<file path="config.mk">
export PLATFORM = sky130hd
export DESIGN_NAME = err_report_serializer
export DESIGN_NICKNAME = d
export VERILOG_FILES = /design/src/rtl/err_report_pkg.sv /design/src/rtl/err_latch_bank.sv /design/src/rtl/err_report_serializer.sv
export SDC_FILE = /design/constraint.sdc
export NUM_CORES = 1
export LEC_CHECK = 0
export CORE_MARGIN = 2
export CORE_UTILIZATION = 30
export DETAILED_ROUTE_END_ITERATION = 6
export DONT_BUFFER_PORTS = 1
export HOLD_SLACK_MARGIN = 0.15
export PLACE_DENSITY = 0.41
export SLEW_MARGIN = 20
export SYNTH_ARGS = -nofsm -noshare
export SYNTH_HDL_FRONTEND = slang
export SYNTH_SLANG_ARGS = --single-unit
</file>
<file path="constraint.sdc">
create_clock -name CLOCK_50 -period 4.6 [get_ports CLOCK_50]
set_input_delay 0.92 -clock CLOCK_50 [delete_from_list [all_inputs] [get_ports CLOCK_50]]
set_output_delay 0.92 -clock CLOCK_50 [all_outputs]
set_load 0.03 [all_outputs]
</file>
<file path="src/rtl/err_report_pkg.sv">
// Shared types and constants for the error/frequency report serializer.
// State encoding is visible on state_dbg, so values are pinned explicitly.
package err_report_pkg;

    typedef enum logic [3:0] {
        ST_IDLE       = 4'd0,
        ST_FREQ_HDR   = 4'd1,
        ST_FREQ_CHUNK = 4'd2,
        ST_DONE_F     = 4'd3,
        ST_ERR_HDR    = 4'd4,
        ST_CH_ID      = 4'd5,
        ST_ADDR_CHUNK = 4'd6,
        ST_CNT_BYTE   = 4'd7,
        ST_RESUME     = 4'd8
    } state_e;

    localparam logic [7:0] FREQ_HDR_BYTE = 8'h7F;
    localparam logic [7:0] ERR_HDR_BYTE  = 8'h40;
    localparam logic [1:0] CH_PFX        = 2'b10;
    localparam logic [1:0] FREQ_PFX      = 2'b11;
    localparam logic [1:0] DATA_PFX      = 2'b00;

    function automatic int ceil_div6(input int width);
        return (width + 5) / 6;
    endfunction

endpackage

</file>
<file path="src/rtl/err_latch_bank.sv">
// Per-channel sticky error latch with first-address capture.
// Build option ERR_COUNT_EN adds 6-bit saturating per-channel error counters.
module err_latch_bank #(
    parameter int NUM_CH = 2,
    parameter int ADDR_W = 10
) (
    input  logic                     clk,
    input  logic                     rst,
    input  logic                     sense_en,
    input  logic                     capture_en,
    input  logic                     clear,
    input  logic [NUM_CH-1:0]        err,
    input  logic [NUM_CH*ADDR_W-1:0] err_addr,
`ifdef ERR_COUNT_EN
    input  logic [NUM_CH-1:0]        cnt_clear,
    output logic [NUM_CH*6-1:0]      cnt,
`endif
    output logic [NUM_CH-1:0]        latched,
    output logic [NUM_CH*ADDR_W-1:0] addr
);

    // NOTE: captured addresses keep their value when the flags clear; they are only
    // rewritten in IDLE, so the serializer can read them for the whole frame.
    always_ff @(posedge clk or posedge rst) begin
        if (rst) begin
            latched <= '0;
            addr    <= '0;
        end else begin
            for (int c = 0; c < NUM_CH; c++) begin
                if (!sense_en || clear) begin
                    latched[c] <= 1'b0;
                end else if (capture_en && err[c] && !latched[c]) begin
                    latched[c]                  <= 1'b1;
                    addr[c*ADDR_W +: ADDR_W]    <= err_addr[c*ADDR_W +: ADDR_W];
                end
            end
        end
    end

`ifdef ERR_COUNT_EN
    always_ff @(posedge clk or posedge rst) begin
        if (rst) begin
            cnt <= '0;
        end else begin
            for (int c = 0; c < NUM_CH; c++) begin
                if (!sense_en || cnt_clear[c]) begin
                    cnt[c*6 +: 6] <= '0;
                end else if (err[c] && cnt[c*6 +: 6] != 6'h3F) begin
                    cnt[c*6 +: 6] <= cnt[c*6 +: 6] + 6'd1;
                end
            end
        end
    end
`endif

endmodule

</file>
<file path="src/rtl/err_report_serializer.sv">
// Frames latched RAM-checker errors and frequency codes into paced 6-bit UART bytes.
// Build option ERR_COUNT_EN appends a per-channel error count byte after each address.
module err_report_serializer
    import err_report_pkg::*;
#(
    parameter int NUM_CH         = 2,
    parameter int ADDR_W         = 10,
    parameter int FREQ_W         = 9,
    parameter int GAP_CYCLES     = 10000,
    parameter int RESUME_TIMEOUT = 1048575
) (
    input  logic                     CLOCK_50,
    input  logic                     reset,
    input  logic                     sense_en,
    input  logic [NUM_CH-1:0]        err,
    input  logic [NUM_CH*ADDR_W-1:0] err_addr,
    input  logic                     freq_req,
    input  logic [FREQ_W-1:0]        frequency,
    output logic                     freq_done,
    output logic [7:0]               uart_data,
    output logic                     uart_valid,
    output logic                     pause,
    output logic [3:0]               state_dbg
);

    localparam int NCH   = ceil_div6(ADDR_W);
    localparam int NFQ   = ceil_div6(FREQ_W);
    localparam int MAXC  = (NCH > NFQ) ? NCH : NFQ;
    localparam int CHK_W = $clog2(MAXC + 1);
    localparam int GAP_W = $clog2(GAP_CYCLES);
    localparam int RES_W = $clog2(RESUME_TIMEOUT + 1);

    state_e                   state;
    logic [GAP_W-1:0]         gap_cnt;
    logic [RES_W-1:0]         res_cnt;
    logic [CHK_W-1:0]         chunk;
    logic [NUM_CH-1:0]        pending;
    logic [NUM_CH-1:0]        pend_oh;
    logic [NUM_CH-1:0]        latched;
    logic [NUM_CH*ADDR_W-1:0] addr_q;
    logic [ADDR_W-1:0]        resume_addr;
    logic [ADDR_W-1:0]        pend_addr;
    logic [ADDR_W-1:0]        latch_addr;
    logic [5:0]               pend_id;
    logic [NFQ*6-1:0]         freq_sh;
    logic [NCH*6-1:0]         addr_sh;
    logic                     byte_state;
    logic                     gap_done;
    logic                     last_addr_chunk;
    logic                     addr_match;

`ifdef ERR_COUNT_EN
    logic [5:0]          ch;
    logic [NUM_CH-1:0]   cnt_clear;
    logic [NUM_CH*6-1:0] cnt;
    logic [5:0]          cnt_sel;
    logic                send_cnt;
`endif

    err_latch_bank #(
        .NUM_CH(NUM_CH),
        .ADDR_W(ADDR_W)
    ) u_latch_bank (
        .clk       (CLOCK_50),
        .rst       (reset),
        .sense_en  (sense_en),
        .capture_en(state == ST_IDLE && sense_en),
        .clear     (state == ST_RESUME),
        .err       (err),
        .err_addr  (err_addr),
`ifdef ERR_COUNT_EN
        .cnt_clear (cnt_clear),
        .cnt       (cnt),
`endif
        .latched   (latched),
        .addr      (addr_q)
    );

    assign byte_state = (state == ST_FREQ_HDR) || (state == ST_FREQ_CHUNK) ||
                        (state == ST_ERR_HDR)  || (state == ST_CH_ID) ||
                        (state == ST_ADDR_CHUNK) || (state == ST_CNT_BYTE);
    assign gap_done        = byte_state && (gap_cnt == GAP_W'(GAP_CYCLES - 1));
    assign last_addr_chunk = (chunk == CHK_W'(NCH - 1));
    assign pend_oh         = pending & (~pending + NUM_CH'(1));
    assign state_dbg       = state;

    // Descending scan so the lowest-index set channel wins.
    always_comb begin
        pend_id    = '0;
        pend_addr  = '0;
        latch_addr = '0;
        addr_match = 1'b0;
        for (int c = NUM_CH - 1; c >= 0; c--) begin
            if (pending[c]) begin
                pend_id   = 6'(c);
                pend_addr = addr_q[c*ADDR_W +: ADDR_W];
            end
            if (latched[c]) latch_addr = addr_q[c*ADDR_W +: ADDR_W];
            if (err_addr[c*ADDR_W +: ADDR_W] == resume_addr) addr_match = 1'b1;
        end
    end

`ifdef ERR_COUNT_EN
    assign send_cnt = gap_done && (state == ST_ADDR_CHUNK) && last_addr_chunk;

    always_comb begin
        cnt_sel   = '0;
        cnt_clear = '0;
        for (int c = 0; c < NUM_CH; c++) begin
            if (ch == 6'(c)) begin
                cnt_sel      = cnt[c*6 +: 6];
                cnt_clear[c] = send_cnt;
            end
        end
    end
`endif

    always_ff @(posedge CLOCK_50 or posedge reset) begin
        if (reset) begin
            state       <= ST_IDLE;
            uart_data   <= '0;
            uart_valid  <= 1'b0;
            freq_done   <= 1'b0;
            pause       <= 1'b0;
            gap_cnt     <= '0;
            res_cnt     <= '0;
            chunk       <= '0;
            pending     <= '0;
            resume_addr <= '0;
            freq_sh     <= '0;
            addr_sh     <= '0;
`ifdef ERR_COUNT_EN
            ch          <= '0;
`endif
        end else begin
            uart_valid <= 1'b0;
            freq_done  <= 1'b0;
            gap_cnt    <= (byte_state && !gap_done) ? gap_cnt + GAP_W'(1) : '0;

            case (state)
                ST_IDLE: begin
                    chunk   <= '0;
                    res_cnt <= '0;
                    if (freq_req) begin
                        state      <= ST_FREQ_HDR;
                        pause      <= 1'b1;
                        uart_valid <= 1'b1;
                        uart_data  <= FREQ_HDR_BYTE;
                        freq_sh    <= (NFQ*6)'(frequency);
                    end else if ((|latched) && sense_en) begin
                        state       <= ST_ERR_HDR;
                        pause       <= 1'b1;
                        uart_valid  <= 1'b1;
                        uart_data   <= ERR_HDR_BYTE;
                        pending     <= latched;
                        resume_addr <= latch_addr;
                    end
                end

                ST_FREQ_HDR, ST_FREQ_CHUNK: if (gap_done) begin
                    if (state == ST_FREQ_CHUNK && chunk == CHK_W'(NFQ - 1)) begin
                        state     <= ST_DONE_F;
                        freq_done <= 1'b1;
                    end else begin
                        state      <= ST_FREQ_CHUNK;
                        uart_valid <= 1'b1;
                        uart_data  <= {FREQ_PFX, freq_sh[5:0]};
                        freq_sh    <= freq_sh >> 6;
                        if (state == ST_FREQ_CHUNK) chunk <= chunk + CHK_W'(1);
                    end
                end

                ST_DONE_F: begin
                    state <= ST_IDLE;
                    pause <= 1'b0;
                end

                ST_ERR_HDR, ST_CH_ID, ST_ADDR_CHUNK, ST_CNT_BYTE: if (gap_done) begin
                    if (state == ST_CH_ID || (state == ST_ADDR_CHUNK && !last_addr_chunk)) begin
                        state      <= ST_ADDR_CHUNK;
                        uart_valid <= 1'b1;
                        uart_data  <= {DATA_PFX, addr_sh[5:0]};
                        addr_sh    <= addr_sh >> 6;
                        chunk      <= (state == ST_CH_ID) ? '0 : chunk + CHK_W'(1);
                    end
`ifdef ERR_COUNT_EN
                    else if (state == ST_ADDR_CHUNK) begin
                        state      <= ST_CNT_BYTE;
                        uart_valid <= 1'b1;
                        uart_data  <= {DATA_PFX, cnt_sel};
                    end
`endif
                    else if (|pending) begin
                        state      <= ST_CH_ID;
                        uart_valid <= 1'b1;
                        uart_data  <= {CH_PFX, pend_id};
                        pending    <= pending & ~pend_oh;
                        addr_sh    <= (NCH*6)'(pend_addr);
`ifdef ERR_COUNT_EN
                        ch         <= pend_id;
`endif
                    end else begin
                        state <= ST_RESUME;
                    end
                end

                ST_RESUME: begin
                    if (addr_match || res_cnt == RES_W'(RESUME_TIMEOUT - 1)) begin
                        state   <= ST_IDLE;
                        pause   <= 1'b0;
                        res_cnt <= '0;
                    end else begin
                        res_cnt <= res_cnt + RES_W'(1);
                    end
                end

                default: begin
                    state <= ST_IDLE;
                    pause <= 1'b0;
                end
            endcase
        end
    end

endmodule

</file>
run_1/ff_map.png
Bar = 50 um.
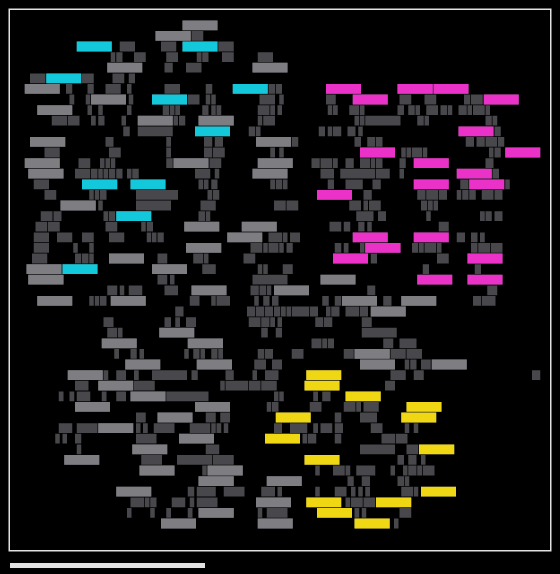
| color | netlist name | sequential cells |
|---|---|---|
| cyan | `resume_addr` | 10 |
| magenta | `res_cnt` | 20 |
| yellow | `gap_cnt` | 14 |
not colored: 60
flop share of the area: 0.4369
area of all sequential standard cells: 2603 um2

run_1/clock_nets.png
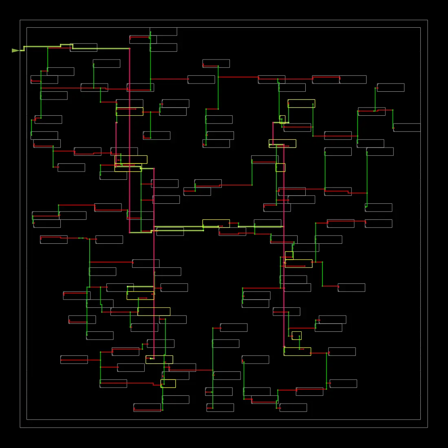
Late-Pin Clk Latency: 360 ps
sequential cell count of the final layout: 104
Power Clock: 0.865 mW
tally of clock buffers in the finished layout: 10
Setup Skew: 8.093 ps

run_1/layers.png
Bar = 50 um. Two of the layers only.
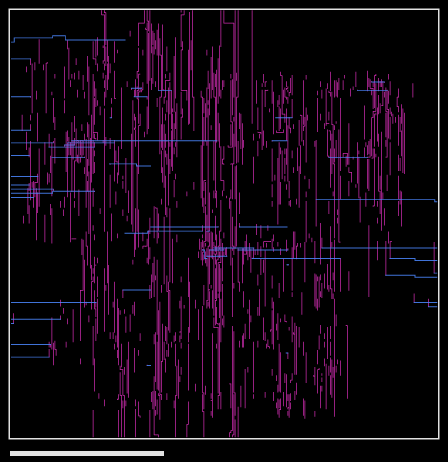
| color | layer | wire length |
|---|---|---|
| magenta | M2 | 6450 um |
| blue | M3 | 630 um |
total routed wirelength: 13.67 mm
vias post-DR: 4030
overall fraction of global-route tracks in use: 0.1496
final routed wire length divided by cell count: 17.39 um

==> results.txt, run 1 <==
Entry: Yosys synthesis followed by OpenROAD place and route.

Status:
- The run finished with clean final reports.

Setup path:
- Of all nets on the critical path, the largest fanout is 23.
- The run gives the arrival time at the worst endpoint as just over 3000 ps.
- STA shows the worst reg2reg path with a cell count of 3.
- Among all stages on the critical path, the maximum delay recorded is roughly 790 ps.
- The startpoint identified for the worst register-to-register timing path is state_dbg[3]$_DFFE_PP0P_.
- The run puts the buffers plus inverters on the worst setup path at 0.
- The signal on the critical path passes through xor2_1 > nor4_1 > nand4_1 > nand3_1 > o21ai_0.
- The run gives the critical path launch point as err_addr[5].
- The run gives the nature of the critical path endpoint as a register.
- STA classifies the critical path startpoint as an input port.
- The critical path ends at res_cnt[8]$_DFFE_PP0P_.
- In this run the critical register-to-register path is captured at u_latch_bank.addr[14]$_DFFE_PP0P_.

Floorplan:
- The run puts the area of the core at about 18000 um2.
- The run gives the total die size as 19200 um2.
- From left edge to right edge, the die measures 138.6 um.
- For this design the top-level I/O count stands at 50.
- The floorplan step records an initial core utilization of 0.3045.

CTS:
- The run gives the clock transition time at the flip-flop clock pins of the worst setup and hold paths as around 80 ps.
- The run gives the maximum level of the CTS H-tree as 3.
- The run puts the post-cts sizing count at 0.
- CTS reports a maximum clock tree buffer depth of 2.
- The number of clock buffers added by TritonCTS is 9.
- After clock tree synthesis, the setup repair step added 0 buffers.
- The run gives the clock sink count as approximately 100.

Power and ir drop:
- In this run the power spent charging and discharging nets is ~0.39 mW.
- The run puts the ratio of total power to cell area at 304.0 nW/um2.
- The run gives the worst-case vdd ir drop as 0.1699 mV.
- The run puts the overall power of the completed layout at ~1.8 mW.
- Of the total power, combinational logic draws 0.018.
- The run puts the power in combinational cells at 0.0327 mW.
- Looking at the group totals, the largest power group turns out to be sequential cells.
- The run gives the proportion of power drawn by flip-flops and latches as 0.504.

Cells and area:
- The number of antenna diodes in the final layout is 0.
- The run gives the area growth from synthesis to final layout as 9.650%.
- The run gives the number of fill cells as roughly 1800.
- The run gives the multi-input combinational cell area as between 2000 and 3000 um2.
- Ranking logic cells in the layout by count gives the top entries 104 x sky130_fd_sc_hd__dfrtp_1, 89 x sky130_fd_sc_hd__nand2_1, 55 x sky130_fd_sc_hd__nor2_1.
- In the final layout, the share of cells above drive strength 1 is 0.1149.
- The run puts the number of inverters outside the clock class in the layout at 16.
- The run puts the multi-input logic cell count at ~420.
- The run gives the net count of the finished layout as ~600.
- Per the layout report, the design carries 3 non-clock buffers.
- Per the final report, the share of cell area in clock cells is 0.05524.
- The run puts the utilization after layout at 0.3339.
- The run puts the multi-input gate share of total cell area at 0.4455.

Synthesis:
- The run puts the post-synthesis share of cell area spent on and, or, nand and nor gates at 0.1974.
- Synthesis produced a netlist with a net count of approximately 610.
- Yosys mapped the design onto ~52 distinct sky130hd cell types.
- The run gives the XOR/XNOR share of the synthesized area as 0.07255.
- The run puts the Yosys warning count at 0.
- Before any placement, the netlist area is recorded as around 5400 um2.
- The run puts the post-synthesis async set-or-reset flop share at 1.000.
- For reference, the post-synthesis area per instance comes to between 9 and 10 um2.
- For this run, the chip area from Yosys synthesis comes to between 5000 and 6000 um2.
- Per the synthesis report, the adder-cell share of the synthesized area is 0.009212.
- The run gives the instance tally after logic synthesis as about 570.
- For this run, the register share of the synthesized area comes to 0.4790.

Route:
- The run puts the first-pass detailed-route iteration total at 4.
- The run puts the met2 wire length at about 6.5 mm.
- The run gives the top layer used by detailed routing as met4.
- The run gives the via density per instance as around 5.1.
- In the final routing, the length of wire on met1 measures roughly 6.4 mm.

Min path:
- The startpoint identified for the worst hold timing path is gap_cnt[0]$_DFF_PP0_.
- The run gives the path category of the worst min-delay check as reg2reg.

Global route:
- The run puts the number of global-route vias before repair at about 4100.
- The run gives the global routing met3 resource utilization as 0.03211.
- The first global-routing pass estimated roughly 23 mm of wire.
- The run gives the remaining global-route overflow as 0.

Timing:
- The run gives the clock period minus final worst setup slack as approximately 2900 ps.
- In the final report, the number of hold violations comes to 0.
- The run puts the number of max-slew violations in the final report at 0.
- The final timing summary puts the cycle share of the worst path at 0.6205.
- The run puts the timing-limited maximum frequency at approximately 350 MHz.
- Setup repair after global routing left no endpoint under its margin.
- The run puts the transition at the pin with the smallest max-transition slack at approximately 900 ps.

Flow run:
- Warnings raised by the tools during the run amount to 27.

Placement:
- The run gives the half-perimeter wire length after placement as between 9 and 10 mm.
==> run 1: cell usage after synthesis (all sizes together), types with 7 or more instances <==
library cell | number | area share
and3 | 7 | 0.0081
nor3 | 9 | 0.0092
o21ai | 28 | 0.028
nor2 | 55 | 0.038
xor2 | 25 | 0.040
dfrtp | 104 | 0.48
a22oi | 8 | 0.011
clkbuf | 23 | 0.016
nor4 | 9 | 0.013
inv | 16 | 0.011
mux2i | 12 | 0.022
nand3 | 14 | 0.013
nand4 | 16 | 0.018
mux2 | 33 | 0.075
nand2 | 89 | 0.061
a21oi | 39 | 0.037
xnor2 | 20 | 0.032
==> run 1: through the flow <==
step	hold slack, ps	setup WS [ps]	std cells
floorplan	425.1	947.8	567
global placement	444.5	1572	770
detailed placement	451.7	1403	770
CTS	460.1	1764	786
global route	487.5	1573	786
finish	456.9	1746	786
run_1/class_map.png
Fill, decap, tap and diode cells in gray.
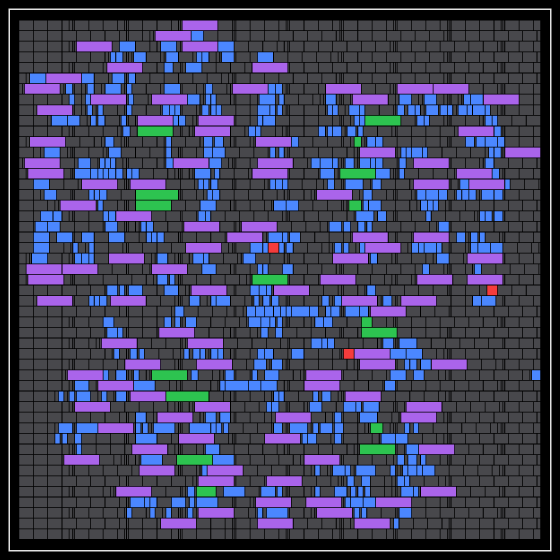

## Run 2: what changed since run 1
Settings changed: PLACE_DENSITY 0.41 to 0.42.
Clock period 4.6 ns to 2.3 ns, I/O delays scaled along.
run_2/class_map.png
Fill, decap, tap and diode cells in gray.
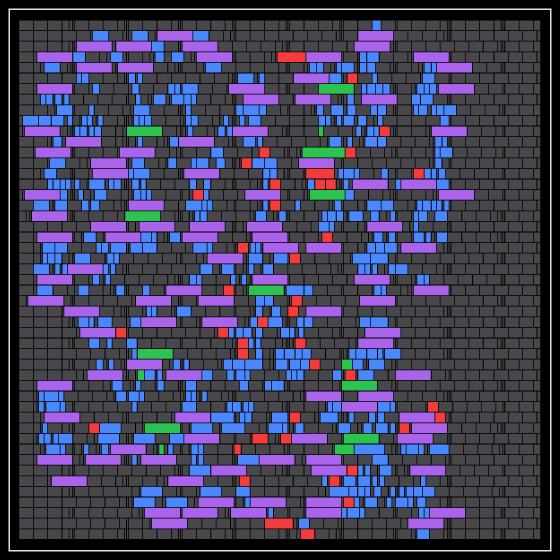
| color | class | cells | share of their area |
|---|---|---|---|
| red | remaining buffers and delay cells | 41 | 5.8% |
| purple | sequential cells | 104 | 43% |
| blue | remaining logic cells | 434 | 46% |
| green | clock drivers and dummy loads | 15 | 4.8% |
num rows: 49
Placeable Area: 17840 um2
Core Util, Final: 0.3515
flop share of the area: 0.4150

==> run 2 against run 1 <==
Against the previous run:
- total power rose by 90%
- cell count up 4.7%
- first-iteration DRC count decreased by 36%
- synthesized area unchanged
- via count rose by 1.9%
==> results.txt, run 2 <==
Entry: Yosys synthesis followed by OpenROAD place and route.

Status:
- The flow ran to the end, and the final reports show no timing, DRC or antenna violations.

Setup path:
- The run puts the critical path required time at 2540 ps.
- STA lists the endpoint of the worst register-to-register path as freq_sh[1]$_DFFE_PP0P_.
- The run gives the critical path startpoint category as a register.
- The buffers plus inverters on the worst setup path was 0 (unchanged).
- The run puts the arrival time at the worst endpoint at 2470 ps (-580 ps).
- The run gives the internal reg-to-reg setup slack as between 60 and 70 ps.
- The cell family contributing the most delay on the critical path is simple AND/OR/NAND/NOR gates.
- The run gives the standard cell with the maximum stage delay on the critical path as sky130_fd_sc_hd__or4_4.
- STA classifies the critical path endpoint as a register.
- The most critical setup path has its startpoint at gap_cnt[6]$_DFF_PP0_.
- The worst setup path is of the reg2reg kind.
- For reference, the critical path cell chain is or4b_4 > or4_4 > a21oi_4 > o21ai_4 > mux2_4.
- STA lists the startpoint of the worst register-to-register path as gap_cnt[6]$_DFF_PP0_.
- The run puts the highest net fanout along the worst path at 6 (-74%).
- The run gives the logic depth of the worst setup path including buffers as 5.
- The delay contributed by the slowest stage of the critical path was 590 ps (-200 ps).
- The run gives the destination of the critical timing path as freq_sh[1]$_DFFE_PP0P_.
- The logic depth of the worst register-to-register path was 5 (+2).

Floorplan:
- The run gives the width of the die as 138.6 um (unchanged).
- The boundary pin count came to 50 (unchanged).
- The run gives the die height as between 100 and 150 um.
- The starting utilization of the core area was 0.3045 (unchanged).
- The run puts the total die size at 19200 um2 (unchanged).

Global route:
- The run gives the largest net degree at the start of global routing as between 40 and 50.
- On met1, the global router reports a usage of 0.1912.
- The run puts the remaining global-route overflow at 0 (unchanged).
- The global routing met3 resource utilization was 0.02797 (-0.004144).
- The layer flagged by global routing as most heavily used is met2.
- The run puts the initial antenna violation count at 0.
- The number of global-route vias before repair is 4152 (+0.65%).
- The run gives the met2 track demand over resource in global routing as 0.2342.
- The run gives the global-route wire length before repair as 22.09 mm (-3.1%).
- The total track usage was 0.1451 (-0.004579).

Synthesis:
- The run puts the netlist area before placement at 5433 um2 (unchanged).
- Per the synthesis report, the dominant area consumer among library cells is sky130_fd_sc_hd__dfrtp_1.
- The instance tally after logic synthesis was 567 (unchanged).
- In the synthesized netlist the dominant register cell turns out to be sky130_fd_sc_hd__dfrtp_1.
- The run puts the post-synthesis share of cell area spent on and, or, nand and nor gates at 0.1974 (unchanged).
- The top-area cell type share of the netlist area came to 0.4790 (unchanged).
- The run puts the number of storage elements in the synthesis netlist at between 100 and 150.
- Sorting the synthesis cell report by count puts at the top sky130_fd_sc_hd__dfrtp_1.
- The run puts the post-synthesis average cell area at 9.581 um2 (unchanged).
- The share of the yosys chip area belonging to registers came to 0.4790 (unchanged).
- The cell-mix breakdown from Yosys lists the compound-gate area share as 0.1110.
- The main area contributors are sky130_fd_sc_hd__dfrtp_1 48%, sky130_fd_sc_hd__nand2_1 6.1%, sky130_fd_sc_hd__mux2_2 4.8%, sky130_fd_sc_hd__xor2_1 4.0%, sky130_fd_sc_hd__nor2_1 3.8%.
- Summing all multiplexer cells gives an area fraction of 0.09742.
- The floorplan net count was 606 (unchanged).
- The run puts the XOR/XNOR share of the synthesized area at 0.07255 (unchanged).
- By count the netlist is led by 104 x sky130_fd_sc_hd__dfrtp_1, 89 x sky130_fd_sc_hd__nand2_1, 55 x sky130_fd_sc_hd__nor2_1.
- The run puts the number of library cell types mapped by synthesis at 52 (unchanged).
- The synthesized design contains 0 enable-type register cells.
- The run gives the Yosys warning count as 0 (unchanged).
- The post-synthesis async set-or-reset flop share came to 1.000 (unchanged).
- The arithmetic-cell share of the synthesized area counting full adders, half adders and majority gates was 0.009212 (unchanged).
- The area figure in the yosys stat output came to 5433 um2 (unchanged).
- The run gives the number of standard cells reported by yosys as between 500 and 600.
- The synthesis run identifies the leading combinational cell family as simple AND/OR/NAND/NOR gates.

Power and ir drop:
- The run puts the overall power of the completed layout at 3.445 mW (+90%).
- The run puts the static leakage at approximately 3 nW.
- The run gives the worst-case vdd ir drop as 0.3335 mV (+96%).
- The run puts the ratio of total power to cell area at 549.4 nW/um2 (+81%).

Route:
- The run puts the aggregate routed wire length at 13.62 mm (-0.40%).
- The run gives the remaining number of nets flagged by the antenna check after routing as 0.
- The total number of vias came to 4106 (+1.9%).
- The run gives the post-detailed-route DRC marker count as 0.
- The run gives the via density per instance as 4.989 (-2.7%).
- The first-pass detailed-route iteration total came to 7 (+3).
- The run puts the average routed wire per standard cell at 16.54 um (-4.9%).
- The run puts the initial DRC count at 164.

Cells and area:
- The run puts the diode insertion count for antenna repair at 0 (unchanged).
- The run gives the number of standard cells in the layout, taps in and fillers out as 823 (+4.7%).
- The fraction of layout instances using a drive strength above 1 came to 0.1684 (+0.05345).
- The run gives the area growth from synthesis to final layout as 15.43%.
- The run gives the most common logic cell in the routed design as sky130_fd_sc_hd__dfrtp_1.
- The top cell types in the final layout, fill and taps aside, are 104 x sky130_fd_sc_hd__dfrtp_1, 89 x sky130_fd_sc_hd__nand2_1, 55 x sky130_fd_sc_hd__nor2_1.
- The run gives the final instance area as approximately 6300 um2.
- The net count of the finished layout was 629 (+6.4%).
- The largest registers in the layout are res_cnt: 20 flops, u_latch_bank.addr: 20 flops, gap_cnt: 14 flops.

Min path:
- The report gives the cell count of the worst hold path as 2.
- The most critical min-delay path falls under in2reg.
- Looking at the hold checks, the worst path lands on freq_sh[5]$_DFFE_PP0P_.
- The run gives the startpoint of the worst hold path as frequency[5].

CTS:
- The run puts the hold buffer count at CTS at 1.
- The run gives the post-cts sizing count as 1 (+1).
- The maximum level of the CTS H-tree was 3 (unchanged).
- The run puts the clock transition time at the flip-flop clock pins of the worst setup and hold paths at 60 ps (-20 ps).
- The run puts the clock sink count at 104 (unchanged).
- The run gives the post-CTS setup-driven buffer insertion count as 0 (unchanged).
- The later-pin clock latency in the skew report came to 350 ps (about the same).
- The run gives the clock root buffer master as sky130_fd_sc_hd__clkbuf_16.
- The number of clock buffers inserted by TritonCTS is 9 (unchanged).
- TritonCTS built the clock tree.
- The buffer levels on the longest clock path is 2 (unchanged).

Timing:
- The final tally of hold violations is 0 (unchanged).
- The run puts the worst max-slew margin expressed relative to the limit at 0.5196.
- The run puts the timing-limited maximum frequency at around 450 MHz.
- The run puts the number of max-slew violations in the final report at 0 (unchanged).
- The final hold slack came to 234.4 ps (-222.5 ps).
- The run puts the ratio of final minimum period to clock period at 0.9723.
- The run puts the transition at the pin with the smallest max-transition slack at 719.0 ps (-173.9 ps).
- In the final report, the number of endpoints failing setup comes to 0.
- The final clock skew was 5.885 ps (-2.208 ps).
- The run puts the final setup TNS at 0 ps.
- The run gives the worst setup slack after layout as 63.64 ps (-1682 ps).
- The run puts the clock period minus final worst setup slack at 2236 ps.
- Setup repair after global routing left no endpoint under its margin.

Flow run:
- The run puts the number of warnings in the stage logs at 27 (unchanged).
- The run gives the number of maximum-capacitance constraint violations as 0.

Placement:
- The run gives the pre-CTS worst setup slack as 7.467 ps (-1395 ps).
- Once placement finished, the instance area stood at 5922 um2.
- The run gives the placed cell count as 804 (+4.4%).
- The half-perimeter wire length after placement was 9.905 mm (+7.0%).
- The run puts the number of buffers added on ports at 0.
- The run gives the routability-driven placement congestion ratio as 0.7677.
-- run 2: routing by layer --
metal  share of wire  vias to the layer above
li1                -                     2017
met1            0.46                     2002
met2            0.48                       68
met3           0.036                       19
met4           0.019                        0
met5               0                        -
-- run 2: where the power goes --
part | switching, mW | internal [mW] | leakage [nW] | total [mW]
combinational | 0.0518 | 0.0238 | 1.58 | 0.0756
clock | 0.674 | 0.867 | 0.139 | 1.54
sequential | 0 | 1.83 | 1.27 | 1.83
-- run 2: layout make-up --
class                      instances  area (um2)
clock inverter                     3       42.54
inverter                          16       63.81
clock buffer                      12       246.5
sequential                       104        2603
tap                              229       286.5
fill                            1805       11570
multi-input combinational        418        2680
timing repair buffer              41       349.1
run_2/clock_wires.png
Bar = 50 um.
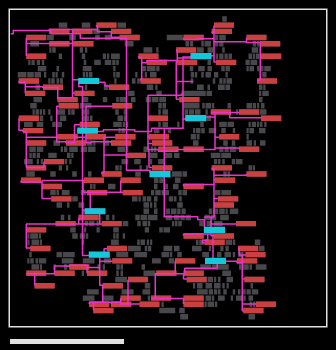

## Run 3: what changed since run 2
Settings changed: ABC_AREA from default to 1, DONT_BUFFER_PORTS 1 to default, PLACE_DENSITY 0.42 to 0.46.
run_3/clock_wires.png
Bar = 50 um.
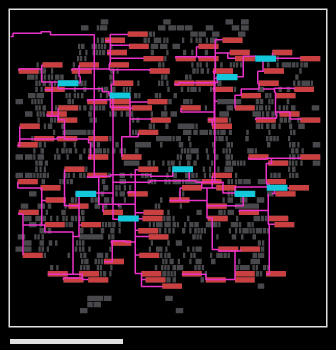
[cyan] clock-net drivers | count: 9
[red] flip-flops | count: 104
[magenta] clock wires | length: 1520 um
flops lie: all over the die
Setup Skew: 10.57 ps
clock network fraction of total power: 0.252
Power Clock: 1.90 mW

==> run 3 against run 2 <==
Against the previous run:
- flip-flop count stayed put
- worst hold slack better by 230 ps
- core utilization is 2.1 points higher
- first-iteration DRC count is 77% higher
- cell area is 7.0% higher
- synthesized cell count is 27% higher
- via count is 13% higher
- largest power group is now combinational logic
==> results.txt, run 3 <==
Entry: Yosys synthesis followed by OpenROAD place and route.

CTS:
- The run gives the clock root buffer master as sky130_fd_sc_hd__clkbuf_16.
- The run puts the maximum level of the CTS H-tree at 3 (unchanged).
- The run puts the hold buffer count at CTS at 0 (-1).
- The run gives the CTS tree as built.
- The post-cts sizing count was 0 (-1).
- The clock sink count came to 104 (unchanged).
- The run puts the buffer levels on the longest clock path at 2 (unchanged).

Cells and area:
- The run gives the fraction of layout instances using a drive strength above 1 as 0.08216 (-0.08619).
- The run gives the number of standard cells in the layout, taps in and fillers out as 1008 (+22%).
- By instance count after routing, the leading logic cell types are 226 x sky130_fd_sc_hd__nand2_1, 104 x sky130_fd_sc_hd__dfrtp_1, 77 x sky130_fd_sc_hd__inv_1.
- The run puts the utilization after layout at 0.3722 (+0.02071).
- The final instance area came to 6709 um2 (+7.0%).
- The largest registers in the layout are res_cnt: 20 flops, u_latch_bank.addr: 20 flops, gap_cnt: 14 flops.
- The class occupying the most area after layout is reported as flip-flops and latches.
- The run puts the number of clock buffer instances in the layout at 9 (-3).
- The run puts the multi-input combinational cell area at 2516 um2 (-6.1%).
- The net count of the finished layout was 813 (+29%).
- The run gives the number of fill cells as 1895 (+5.0%).
- The run gives the diode insertion count for antenna repair as 0 (unchanged).
- The run puts the multi-input logic cell count at 512 (+22%).
- The proportion of cell area occupied by registers came to 0.3879 (-0.02709).
- Among logic cells in the layout, the one with the most instances is sky130_fd_sc_hd__nand2_1.
- The run gives the area occupied by registers as 2603 um2 (unchanged).
- The run gives the area growth from synthesis to final layout as 21.15%.
- The buffer count excluding the clock tree in the final layout was 60 (+46%).
- The run gives the clock network area share as 0.05483 (+0.008741).
- The run gives the area share of buffers outside the clock network as 0.08915 (+0.03348).

Placement:
- The run gives the routability-driven placement congestion ratio as 0.7837 (+2.1%).
- The run puts the number of buffers added on ports at 49 (+49).
- The run gives the pre-CTS worst setup slack as 159.9 ps (+152.4 ps).
- The placed cell count is 992 (+23%).
- The half-perimeter wire length after placement is 9.987 mm (+0.82%).

Timing:
- The run puts the final setup TNS at 0 ps (unchanged).
- The final hold slack came to 464.8 ps (+230.4 ps).
- Setup repair after global routing left no endpoint under its margin.
- The run gives the clock period minus final worst setup slack as 2016 ps (-220.2 ps).
- The run gives the ratio of final minimum period to clock period as 0.8766 (-0.09574).
- The number of max-slew violations in the final report came to 0 (unchanged).
- The transition at the pin with the smallest max-transition slack was 602.4 ps (-116.6 ps).
- The final tally of hold violations is 0 (unchanged).
- The run puts the worst max-slew margin expressed relative to the limit at 0.5984 (+0.07874).
- The run puts the timing-limited maximum frequency at 496.0 MHz (+11%).

Synthesis:
- The run puts the post-synthesis share of cell area spent on and, or, nand and nor gates at 0.2933 (+0.09589).
- The post-synthesis share of cell area spent on and-or and or-and gates came to 0.1150 (+0.003994).
- Looking at the cell usage after synthesis, the top flip-flop cell is sky130_fd_sc_hd__dfrtp_1.
- The area figure in the yosys stat output was 5538 um2 (+1.9%).
- The largest total area in the synthesized netlist belongs to sky130_fd_sc_hd__dfrtp_1.
- The share of the yosys chip area belonging to registers is 0.4700 (-0.009092).
- The run gives the floorplan net count as 758 (+25%).
- The run puts the count of flip-flops with a built-in enable after synthesis at 0 (unchanged).
- The run gives the number of standard cells reported by yosys as 719 (+27%).
- The run puts the post-synthesis async set-or-reset flop share at 1.000 (unchanged).
- Sorting the synthesized cells by how often they occur yields 226 x sky130_fd_sc_hd__nand2_1, 104 x sky130_fd_sc_hd__dfrtp_1, 78 x sky130_fd_sc_hd__inv_1.
- The run puts the post-synthesis average cell area at 7.702 um2 (-20%).
- The number of library cell types mapped by synthesis came to 41 (-21%).
- The number of storage elements in the synthesis netlist is 104 (unchanged).
- The run puts the Yosys warning count at 0 (unchanged).
- The run puts the netlist area before placement at 5538 um2 (+1.9%).
- The run gives the main logic family after synthesis as simple AND/OR/NAND/NOR gates.
- The arithmetic-cell share of the synthesized area counting full adders, half adders and majority gates came to 0.009038 (-0.0001748).
- The run gives the XOR/XNOR share of the synthesized area as 0.03163 (-0.04092).
- The run puts the proportion of synthesized area in mux cells at 0.005423 (-0.09200).
- sky130_fd_sc_hd__nand2_1 is the most common cell in the netlist.
- The instance tally after logic synthesis was 719 (+27%).

Global route:
- The run puts the number of global-route vias before repair at 4609 (+11%).
- The run gives the remaining global-route overflow as 0 (unchanged).
- The global-route wire length before repair is 23.27 mm (+5.4%).
- The run gives the initial antenna violation count as 0 (unchanged).
- The run puts the largest net degree at the start of global routing at 105 (+140%).
- The run gives the total track usage as 0.1491 (+0.004054).

Flow run:
- The run puts the number of maximum-capacitance constraint violations at 0 (unchanged).
- The number of warnings in the stage logs is 29 (+7.4%).

Setup path:
- The cell sequence reported for the critical path is clkdlybuf4s50_1.
- The run gives the standard cell with the maximum stage delay on the critical path as sky130_fd_sc_hd__clkdlybuf4s50_1.
- The delay contributed by the slowest stage of the critical path came to 740 ps (+150 ps).
- Per STA, the startpoint of the critical path is state_dbg[1]$_DFFE_PP0P_.
- The run gives the nature of the critical path endpoint as a primary output.
- The capture point of the worst register-to-register path is recorded as uart_data[7]$_DFFE_PP0P_.
- The highest net fanout along the worst path came to 6 (unchanged).
- The worst setup path is launched from a register.
- The run gives the internal reg-to-reg setup slack as 410 ps (+350 ps).
- Among cell families on the critical path, the largest total delay comes from buffers and inverters.
- The run gives the arrival time at the worst endpoint as 1560 ps (-910 ps).
- The run gives the destination of the critical timing path as state_dbg[1].
- In the setup report, the worst path falls into the class reg2out.

Status:
- The run finished with clean final reports.

Route:
- The first-pass detailed-route iteration total came to 4 (-3).
- The average routed wire per standard cell is 13.63 um (-18%).
- The run puts the via density per instance at 4.615 (-7.5%).
- The run gives the initial DRC count as 291 (+77%).
- The remaining number of nets flagged by the antenna check after routing is 0 (unchanged).
- The post-detailed-route DRC marker count came to 0 (unchanged).

Floorplan:
- The run puts the area of the core at 18020 um2 (+1.0%).
- The die height was 139.9 um (+0.93%).
- The run gives the total die size as 19560 um2 (+1.9%).
- The width of the die was 139.9 um (+0.93%).
- The run puts the boundary pin count at 50 (unchanged).
- The run puts the placement row count at 49 (unchanged).
- The run puts the starting utilization of the core area at 0.3072 (+0.002724).

Power and ir drop:
- The run puts the power dissipated by switching net loads at 3.027 mW (+320%).
- The run puts the static leakage at 3.106 nW (+4.2%).
- The run puts the power in sequential cells at 2.70 mW (+48%).
- The run puts the proportion of power drawn by flip-flops and latches at 0.358 (-0.173).
- The worst-case vdd ir drop is 0.5701 mV (+71%).
- The dominant power group in this design is combinational logic.
- The run gives the power in combinational cells as 2.94 mW (+3800%).
- The run puts the ratio of total power to cell area at 1124 nW/um2 (+100%).

Min path:
- The path class of the tightest hold or removal check is reg2reg.
- The number of cells on the worst hold path came to 1 (-1).
- The run gives the worst min-delay path endpoint as gap_cnt[0]$_DFF_PP0_.
==> run 3: cell types whose count changed after synthesis, moves of 15 or more <==
| cell | delta |
|---|---|
| sky130_fd_sc_hd__mux2_2 | -23 |
| sky130_fd_sc_hd__clkbuf_1 | -15 |
| sky130_fd_sc_hd__o21ai_1 | +16 |
| sky130_fd_sc_hd__nand3_1 | +23 |
| sky130_fd_sc_hd__a21oi_1 | -20 |
| sky130_fd_sc_hd__nand2_1 | +137 |
| sky130_fd_sc_hd__o21ai_0 | +29 |
| sky130_fd_sc_hd__inv_1 | +62 |
==> run 3: metal layers <==
layer	share of wire	wire length, um	vias up	track usage
li1	-	-	2407	-
met1	0.50	6843	2169	0.2070
met2	0.46	6256	64	0.2362
met3	0.032	434	12	0.02787
met4	0.015	206	0	0.04737
met5	0	0	-	0
No activity file was given, so power comes from the tool's default toggle rates.
